Fig. 1: run 1, cells by drive strength
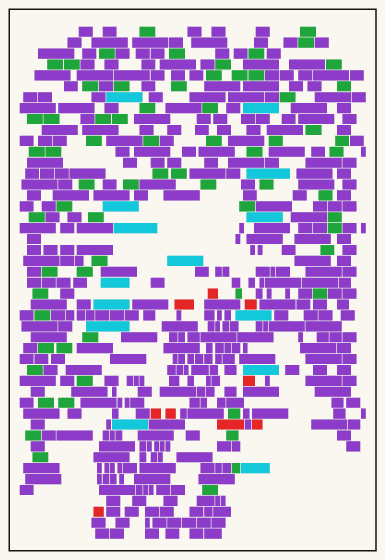
Fig. 2: run 1, placed standard cells
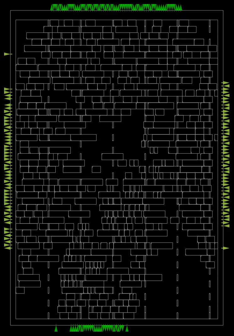
Fig. 3: run 1, cells coloured by class
Fill, decap, tap and diode cells in grey.
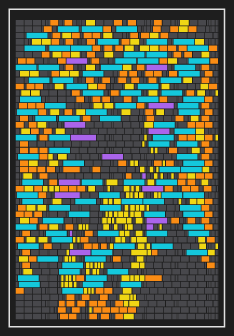
`config.mk`:
```
export PLATFORM = sky130hd
export DESIGN_NAME = rggen_apb_request_master_flat
export DESIGN_NICKNAME = d
export VERILOG_FILES = /design/src/rtl/rggen_apb_if.sv /design/src/rtl/rggen_apb_request_master.sv /design/src/flat_wrapper.sv
export SDC_FILE = /design/constraint.sdc
export NUM_CORES = 1
export LEC_CHECK = 0
export CAP_MARGIN = 20
export CORE_ASPECT_RATIO = 1.5
export CORE_MARGIN = 2
export CORE_UTILIZATION = 35
export CTS_CLUSTER_DIAMETER = 200
export DETAILED_ROUTE_END_ITERATION = 8
export PLACE_DENSITY = 0.7
export SYNTH_ARGS = -nofsm -noshare
export SYNTH_HDL_FRONTEND = slang
export SYNTH_SLANG_ARGS = --single-unit
```
`constraint.sdc`:
```
create_clock -name i_clk -period 2.4 [get_ports i_clk]
set_input_delay 0.24 -clock i_clk [delete_from_list [all_inputs] [get_ports i_clk]]
set_output_delay 0.24 -clock i_clk [all_outputs]
set_load 0.01 [all_outputs]
```
`src/rtl/rggen_apb_if.sv`:
```
// APB4 bus bundle shared by the request master and a register-block slave.
//   master modport: drives psel/penable/paddr/pprot/pwrite/pstrb/pwdata,
//                   samples pready/prdata/pslverr.
//   slave modport : the reverse direction of every signal.
interface rggen_apb_if #(
  parameter int ADDRESS_WIDTH = 16,
  parameter int BUS_WIDTH     = 32
);
  logic                     psel;
  logic                     penable;
  logic [ADDRESS_WIDTH-1:0] paddr;
  logic [2:0]               pprot;
  logic                     pwrite;
  logic [BUS_WIDTH/8-1:0]   pstrb;
  logic [BUS_WIDTH-1:0]     pwdata;
  logic                     pready;
  logic [BUS_WIDTH-1:0]     prdata;
  logic                     pslverr;

  modport master (
    output psel, penable, paddr, pprot, pwrite, pstrb, pwdata,
    input  pready, prdata, pslverr
  );

  modport slave (
    input  psel, penable, paddr, pprot, pwrite, pstrb, pwdata,
    output pready, prdata, pslverr
  );
endinterface

```
`src/rtl/rggen_apb_request_master.sv`:
```
// Turns a valid/ready register-request stream into single APB4 transfers and
// returns one response (read data + status) per request.
//   i_clk, i_rst_n          : clock, asynchronous active-low reset
//   i_req_*/o_req_ready     : request channel (write flag, byte address, data, strobe)
//   o_rsp_*/i_rsp_ready     : response channel (read data, status 00 OK / 10 SLVERR / 11 TIMEOUT)
//   apb_if                  : APB4 master port
// One transfer is outstanding at a time. A watchdog aborts an ACCESS phase
// that lasts TIMEOUT_CYCLES cycles without pready (0 disables it).
module rggen_apb_request_master #(
  parameter int ADDRESS_WIDTH  = 16,
  parameter int BUS_WIDTH      = 32,
  parameter int TIMEOUT_CYCLES = 256
)(
  input  logic                     i_clk,
  input  logic                     i_rst_n,
  input  logic                     i_req_valid,
  output logic                     o_req_ready,
  input  logic                     i_req_write,
  input  logic [ADDRESS_WIDTH-1:0] i_req_address,
  input  logic [BUS_WIDTH-1:0]     i_req_write_data,
  input  logic [BUS_WIDTH/8-1:0]   i_req_strobe,
  output logic                     o_rsp_valid,
  input  logic                     i_rsp_ready,
  output logic [BUS_WIDTH-1:0]     o_rsp_read_data,
  output logic [1:0]               o_rsp_status,
  rggen_apb_if.master              apb_if
);
  localparam int SW = BUS_WIDTH / 8;
  localparam int CW = (TIMEOUT_CYCLES == 0) ? 1 : $clog2(TIMEOUT_CYCLES + 1);

  typedef enum logic [1:0] {IDLE, SETUP, ACCESS, RESPONSE} state_e;

  state_e                   state_q, state_d;
  logic                     write_q, write_d;
  logic [ADDRESS_WIDTH-1:0] addr_q, addr_d;
  logic [BUS_WIDTH-1:0]     wdata_q, wdata_d;
  logic [SW-1:0]            strobe_q, strobe_d;
  logic [BUS_WIDTH-1:0]     rdata_q, rdata_d;
  logic [1:0]               status_q, status_d;
  logic [CW-1:0]            count_q, count_d;
  logic                     expired;

  always_ff @(posedge i_clk or negedge i_rst_n) begin
    if (!i_rst_n) begin
      state_q  <= IDLE;
      write_q  <= 1'b0;
      addr_q   <= '0;
      wdata_q  <= '0;
      strobe_q <= '0;
      rdata_q  <= '0;
      status_q <= 2'b00;
      count_q  <= '0;
    end else begin
      state_q  <= state_d;
      write_q  <= write_d;
      addr_q   <= addr_d;
      wdata_q  <= wdata_d;
      strobe_q <= strobe_d;
      rdata_q  <= rdata_d;
      status_q <= status_d;
      count_q  <= count_d;
    end
  end

  // count_q holds the number of pready-less ACCESS cycles already spent, so
  // the current cycle is the last permitted one when it equals TIMEOUT-1.
  assign expired = (TIMEOUT_CYCLES != 0) && (count_q == CW'(TIMEOUT_CYCLES - 1));

  always_comb begin
    state_d  = state_q;
    write_d  = write_q;
    addr_d   = addr_q;
    wdata_d  = wdata_q;
    strobe_d = strobe_q;
    rdata_d  = rdata_q;
    status_d = status_q;
    count_d  = count_q;
    case (state_q)
      IDLE: begin
        if (i_req_valid) begin
          write_d  = i_req_write;
          addr_d   = i_req_address;
          wdata_d  = i_req_write_data;
          strobe_d = i_req_strobe;
          count_d  = '0;
          state_d  = SETUP;
        end
      end
      SETUP: state_d = ACCESS;
      ACCESS: begin
        // pready on the expiry cycle still completes normally
        if (apb_if.pready) begin
          rdata_d  = write_q ? '0 : apb_if.prdata;
          status_d = apb_if.pslverr ? 2'b10 : 2'b00;
          state_d  = RESPONSE;
        end else if (expired) begin
          rdata_d  = '0;
          status_d = 2'b11;
          state_d  = RESPONSE;
        end else begin
          count_d  = count_q + CW'(1);
        end
      end
      RESPONSE: begin
        if (i_rsp_ready) state_d = IDLE;
      end
      default: state_d = IDLE;
    endcase
  end

  always_comb begin
    o_req_ready       = (state_q == IDLE);
    o_rsp_valid       = (state_q == RESPONSE);
    o_rsp_read_data   = rdata_q;
    o_rsp_status      = status_q;
    apb_if.psel       = (state_q == SETUP) || (state_q == ACCESS);
    apb_if.penable    = (state_q == ACCESS);
    apb_if.paddr      = addr_q;
    apb_if.pprot      = 3'b000;
    apb_if.pwrite     = write_q;
    apb_if.pwdata     = wdata_q;
    apb_if.pstrb      = write_q ? strobe_q : '0;
  end
endmodule

```
`src/flat_wrapper.sv`:
```
// flat-port wrapper written by rule: the top's interface ports become plain ports
module rggen_apb_request_master_flat 
#(
  parameter int ADDRESS_WIDTH  = 16,
  parameter int BUS_WIDTH      = 32,
  parameter int TIMEOUT_CYCLES = 256
)
  (i_clk, i_rst_n, i_req_valid, o_req_ready, i_req_write, i_req_address, i_req_write_data, i_req_strobe, o_rsp_valid, i_rsp_ready, o_rsp_read_data, o_rsp_status, apb_if_psel, apb_if_penable, apb_if_paddr, apb_if_pprot, apb_if_pwrite, apb_if_pstrb, apb_if_pwdata, apb_if_pready, apb_if_prdata, apb_if_pslverr);
  rggen_apb_if #(.ADDRESS_WIDTH(ADDRESS_WIDTH), .BUS_WIDTH(BUS_WIDTH)) apb_if_i ();
  input  logic i_clk;
  input  logic i_rst_n;
  input  logic i_req_valid;
  output logic o_req_ready;
  input  logic i_req_write;
  input  logic [ADDRESS_WIDTH-1:0] i_req_address;
  input  logic [BUS_WIDTH-1:0] i_req_write_data;
  input  logic [BUS_WIDTH/8-1:0] i_req_strobe;
  output logic o_rsp_valid;
  input  logic i_rsp_ready;
  output logic [BUS_WIDTH-1:0] o_rsp_read_data;
  output logic [1:0] o_rsp_status;
  output wire logic [$bits(apb_if_i.psel)-1:0] apb_if_psel;
  output wire logic [$bits(apb_if_i.penable)-1:0] apb_if_penable;
  output wire logic [$bits(apb_if_i.paddr)-1:0] apb_if_paddr;
  output wire logic [$bits(apb_if_i.pprot)-1:0] apb_if_pprot;
  output wire logic [$bits(apb_if_i.pwrite)-1:0] apb_if_pwrite;
  output wire logic [$bits(apb_if_i.pstrb)-1:0] apb_if_pstrb;
  output wire logic [$bits(apb_if_i.pwdata)-1:0] apb_if_pwdata;
  input wire logic [$bits(apb_if_i.pready)-1:0] apb_if_pready;
  input wire logic [$bits(apb_if_i.prdata)-1:0] apb_if_prdata;
  input wire logic [$bits(apb_if_i.pslverr)-1:0] apb_if_pslverr;
  assign apb_if_psel = apb_if_i.psel;
  assign apb_if_penable = apb_if_i.penable;
  assign apb_if_paddr = apb_if_i.paddr;
  assign apb_if_pprot = apb_if_i.pprot;
  assign apb_if_pwrite = apb_if_i.pwrite;
  assign apb_if_pstrb = apb_if_i.pstrb;
  assign apb_if_pwdata = apb_if_i.pwdata;
  assign apb_if_i.pready = apb_if_pready;
  assign apb_if_i.prdata = apb_if_prdata;
  assign apb_if_i.pslverr = apb_if_pslverr;
  rggen_apb_request_master #(.ADDRESS_WIDTH(ADDRESS_WIDTH), .BUS_WIDTH(BUS_WIDTH), .TIMEOUT_CYCLES(TIMEOUT_CYCLES)) u_core (.i_clk(i_clk), .i_rst_n(i_rst_n), .i_req_valid(i_req_valid), .o_req_ready(o_req_ready), .i_req_write(i_req_write), .i_req_address(i_req_address), .i_req_write_data(i_req_write_data), .i_req_strobe(i_req_strobe), .o_rsp_valid(o_rsp_valid), .i_rsp_ready(i_rsp_ready), .o_rsp_read_data(o_rsp_read_data), .o_rsp_status(o_rsp_status), .apb_if(apb_if_i));
endmodule
```
==> impl_metrics.env, run 1 <==
# yosys + openroad results
export IMPL_status="finished clean"
export IMPL_largest_class="sequential cells"
export IMPL_initial_utilization=0.360
export IMPL_clkbuf_count=10
export IMPL_mux_area_frac=0.155
export IMPL_finalWorstPathRequiredPeriod_ns=2.23
export IMPL_achievable_clock_frequency_ghz=0.449
export IMPL_num_vias=3095
export IMPL_ys_cells=300
export IMPL_share_clk_of_total_power=0.203
export IMPL_gp_congestion=0.794
export IMPL_synth_async_reset_ratio=1.00
export IMPL_nonClkBufAreaFrac=0.301
export IMPL_finalHoldWorstSlack_ns=0.456
export IMPL_final_layout_top_logic_cell="clkdlybuf4s50_1"
export IMPL_setup_reg_to_reg_worst_slack_ns=0.18
export IMPL_antenna_cells_inserted=0
export IMPL_seqAreaFraction=0.390
export IMPL_tritoncts="done"
export IMPL_cts_root_buffer_cell="clkbuf_16"
export IMPL_slew_at_the_pin_closest_to_its_max_slew_limit_ns=0.583
export IMPL_grt_pass1_vias=3277
export IMPL_holdCritPathClass="input port to async pin"
export IMPL_slew_headroom=0.600
export IMPL_netlist_top_cells_count="98 x dfrtp_1, 54 x mux2_2, 35 x nand2_1"
export IMPL_cts_post_setup_buffers_inserted=0
export IMPL_final_layout_top_logic_cells="180 x clkdlybuf4s50_1, 98 x dfrtp_1, 54 x mux2_2"
export IMPL_drt_iter0_drc=183
export IMPL_design_power_total_mw=7.90
export IMPL_yosys_stat_seqShare=0.616
export IMPL_route_detailed_vias_per_inst=4.88
export IMPL_enable_flop_cells=0
export IMPL_logic_gates=181
export IMPL_synthTopCellsByArea="dfrtp_1 62%, mux2_2 15%, nand2_1 3.3%, a22o_2 2.5%, nand3_1 2.5%"
export IMPL_detail_route_wl_per_cell_um=16.5
export IMPL_worstSetupStartpointType="register"
export IMPL_switching_share=0.303
export IMPL_syn_instance_count=300
export IMPL_placed_area_um2=5940
export IMPL_setup_viol=0
export IMPL_num_io_pins=185
export IMPL_netlist_logic_family_top="multiplexers"
export IMPL_routedLengthMet1_mm=3.91
About Fig. 1:
[green] drive 2 | cells: 68 | share: 14%
[purple] drive 1 or less | cells: 396 | share: 81%
[cyan] drive 6 and up | cells: 14 | share: 2.9%
[red] drive 3 to 4 | cells: 9 | share: 1.8%
number of buffers outside the clock class in the layout: 188
synthesis-to-finish area growth: 57.8%
Worst Slack Setup Final: 0.174 ns
total non-filler cell area in the finished layout: 6280 um^2

About Fig. 2:
tap cell count: 147
Core Footprint: 11100 um^2

About Fig. 3:
[orange] other buffers and delay cells | cells: 188
[purple] clock drivers and dummy loads | cells: 15
[yellow] all other logic | cells: 186
[cyan] flip-flops | cells: 98

Fig. 4: run 1, signal wires by layer
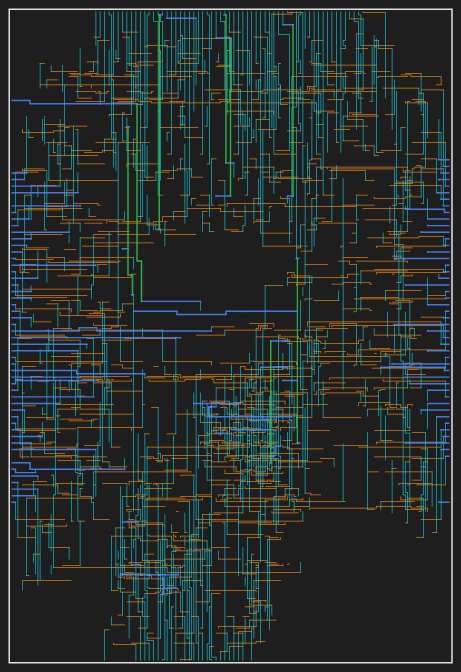

==> run 2: changes to the inputs <==
ABC_CLOCK_PERIOD_IN_PS = 2400   (was default)
REMOVE_ABC_BUFFERS = 1   (was default)
SETUP_SLACK_MARGIN = 0.1   (was default)
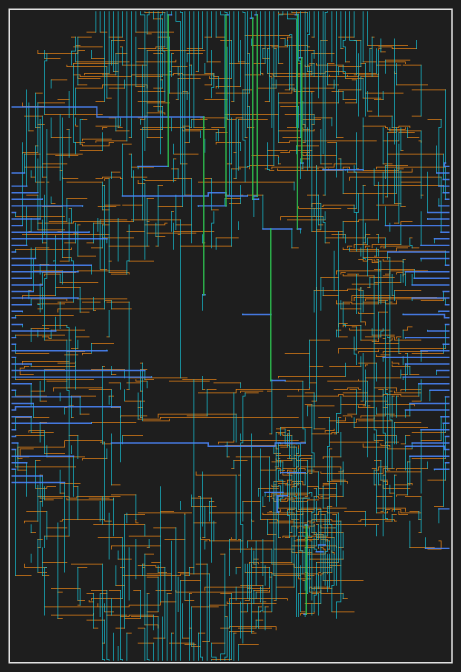
Fig. 5. Signal wires by layer (run 2).
[orange] met1 | wire length: 3730 um
[green] met4 | wire length: 298 um
[cyan] met2 | wire length: 5210 um
[blue] met3 | wire length: 748 um
Final Routed Wirelength: 9.99 mm
number of vias in the routed layout: 3080
wire length per cell after detailed routing: 15.7 um
global router's overall resource usage: 0.163

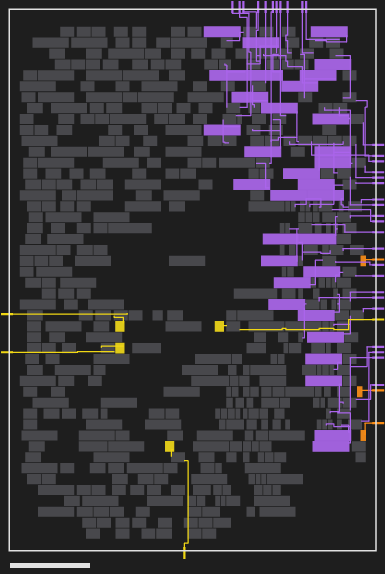
Fig. 6. Nets reached from selected ports (run 2).
Scale bar: 20 um.
[orange] apb_if_pprot | bits: 3 | direction: output | edge: right | end cells: 3 | buffers: 0 | wire: 10.4 um
[yellow] apb_if_pstrb | bits: 4 | direction: output | edge: 2 left, 1 bottom, 1 right | end cells: 4 | buffers: 4 | wire: 129 um
[purple] o_rsp_read_data | bits: 32 | direction: output | edge: 21 right, 11 top | end cells: 32 | buffers: 32 | wire: 813 um

==> impl_metrics.env, run 2 <==
# yosys + openroad results
export IMPL_clkbuf_count=10
export IMPL_setup_reg_to_reg_worst_slack_ns=0.17
export IMPL_share_clk_of_total_power=0.196
export IMPL_placed_area_um2=5960
export IMPL_final_layout_top_logic_cell="clkdlybuf4s50_1"
export IMPL_syn_instance_count=300
export IMPL_routedLengthMet1_mm=3.73
export IMPL_grt_pass1_vias=3254
export IMPL_status="finished clean"
export IMPL_holdCritPathClass="input port to async pin"
export IMPL_initial_utilization=0.360
export IMPL_floorplan_core_area_um2=11100
export IMPL_layout_setup_ws_ns=0.166
export IMPL_cts_post_setup_buffers_inserted=0
export IMPL_final_layout_top_logic_cells="180 x clkdlybuf4s50_1, 97 x dfrtp_1, 54 x mux2_2"
export IMPL_num_io_pins=185
export IMPL_tritoncts="done"
export IMPL_final_signal_buffer_count=191
export IMPL_syn_to_final_growth_pct=58.3
export IMPL_largest_class="sequential cells"
export IMPL_mux_area_frac=0.155
export IMPL_setup_viol=0
export IMPL_antenna_cells_inserted=0
export IMPL_nonClkBufAreaFrac=0.305
export IMPL_gp_congestion=0.881
export IMPL_design_power_total_mw=7.81
export IMPL_fin_area_um2=6300
export IMPL_slew_at_the_pin_closest_to_its_max_slew_limit_ns=0.536
export IMPL_route_detailed_vias_per_inst=4.83
export IMPL_netlist_logic_family_top="multiplexers"
export IMPL_well_tap_count=147
export IMPL_slew_headroom=0.643
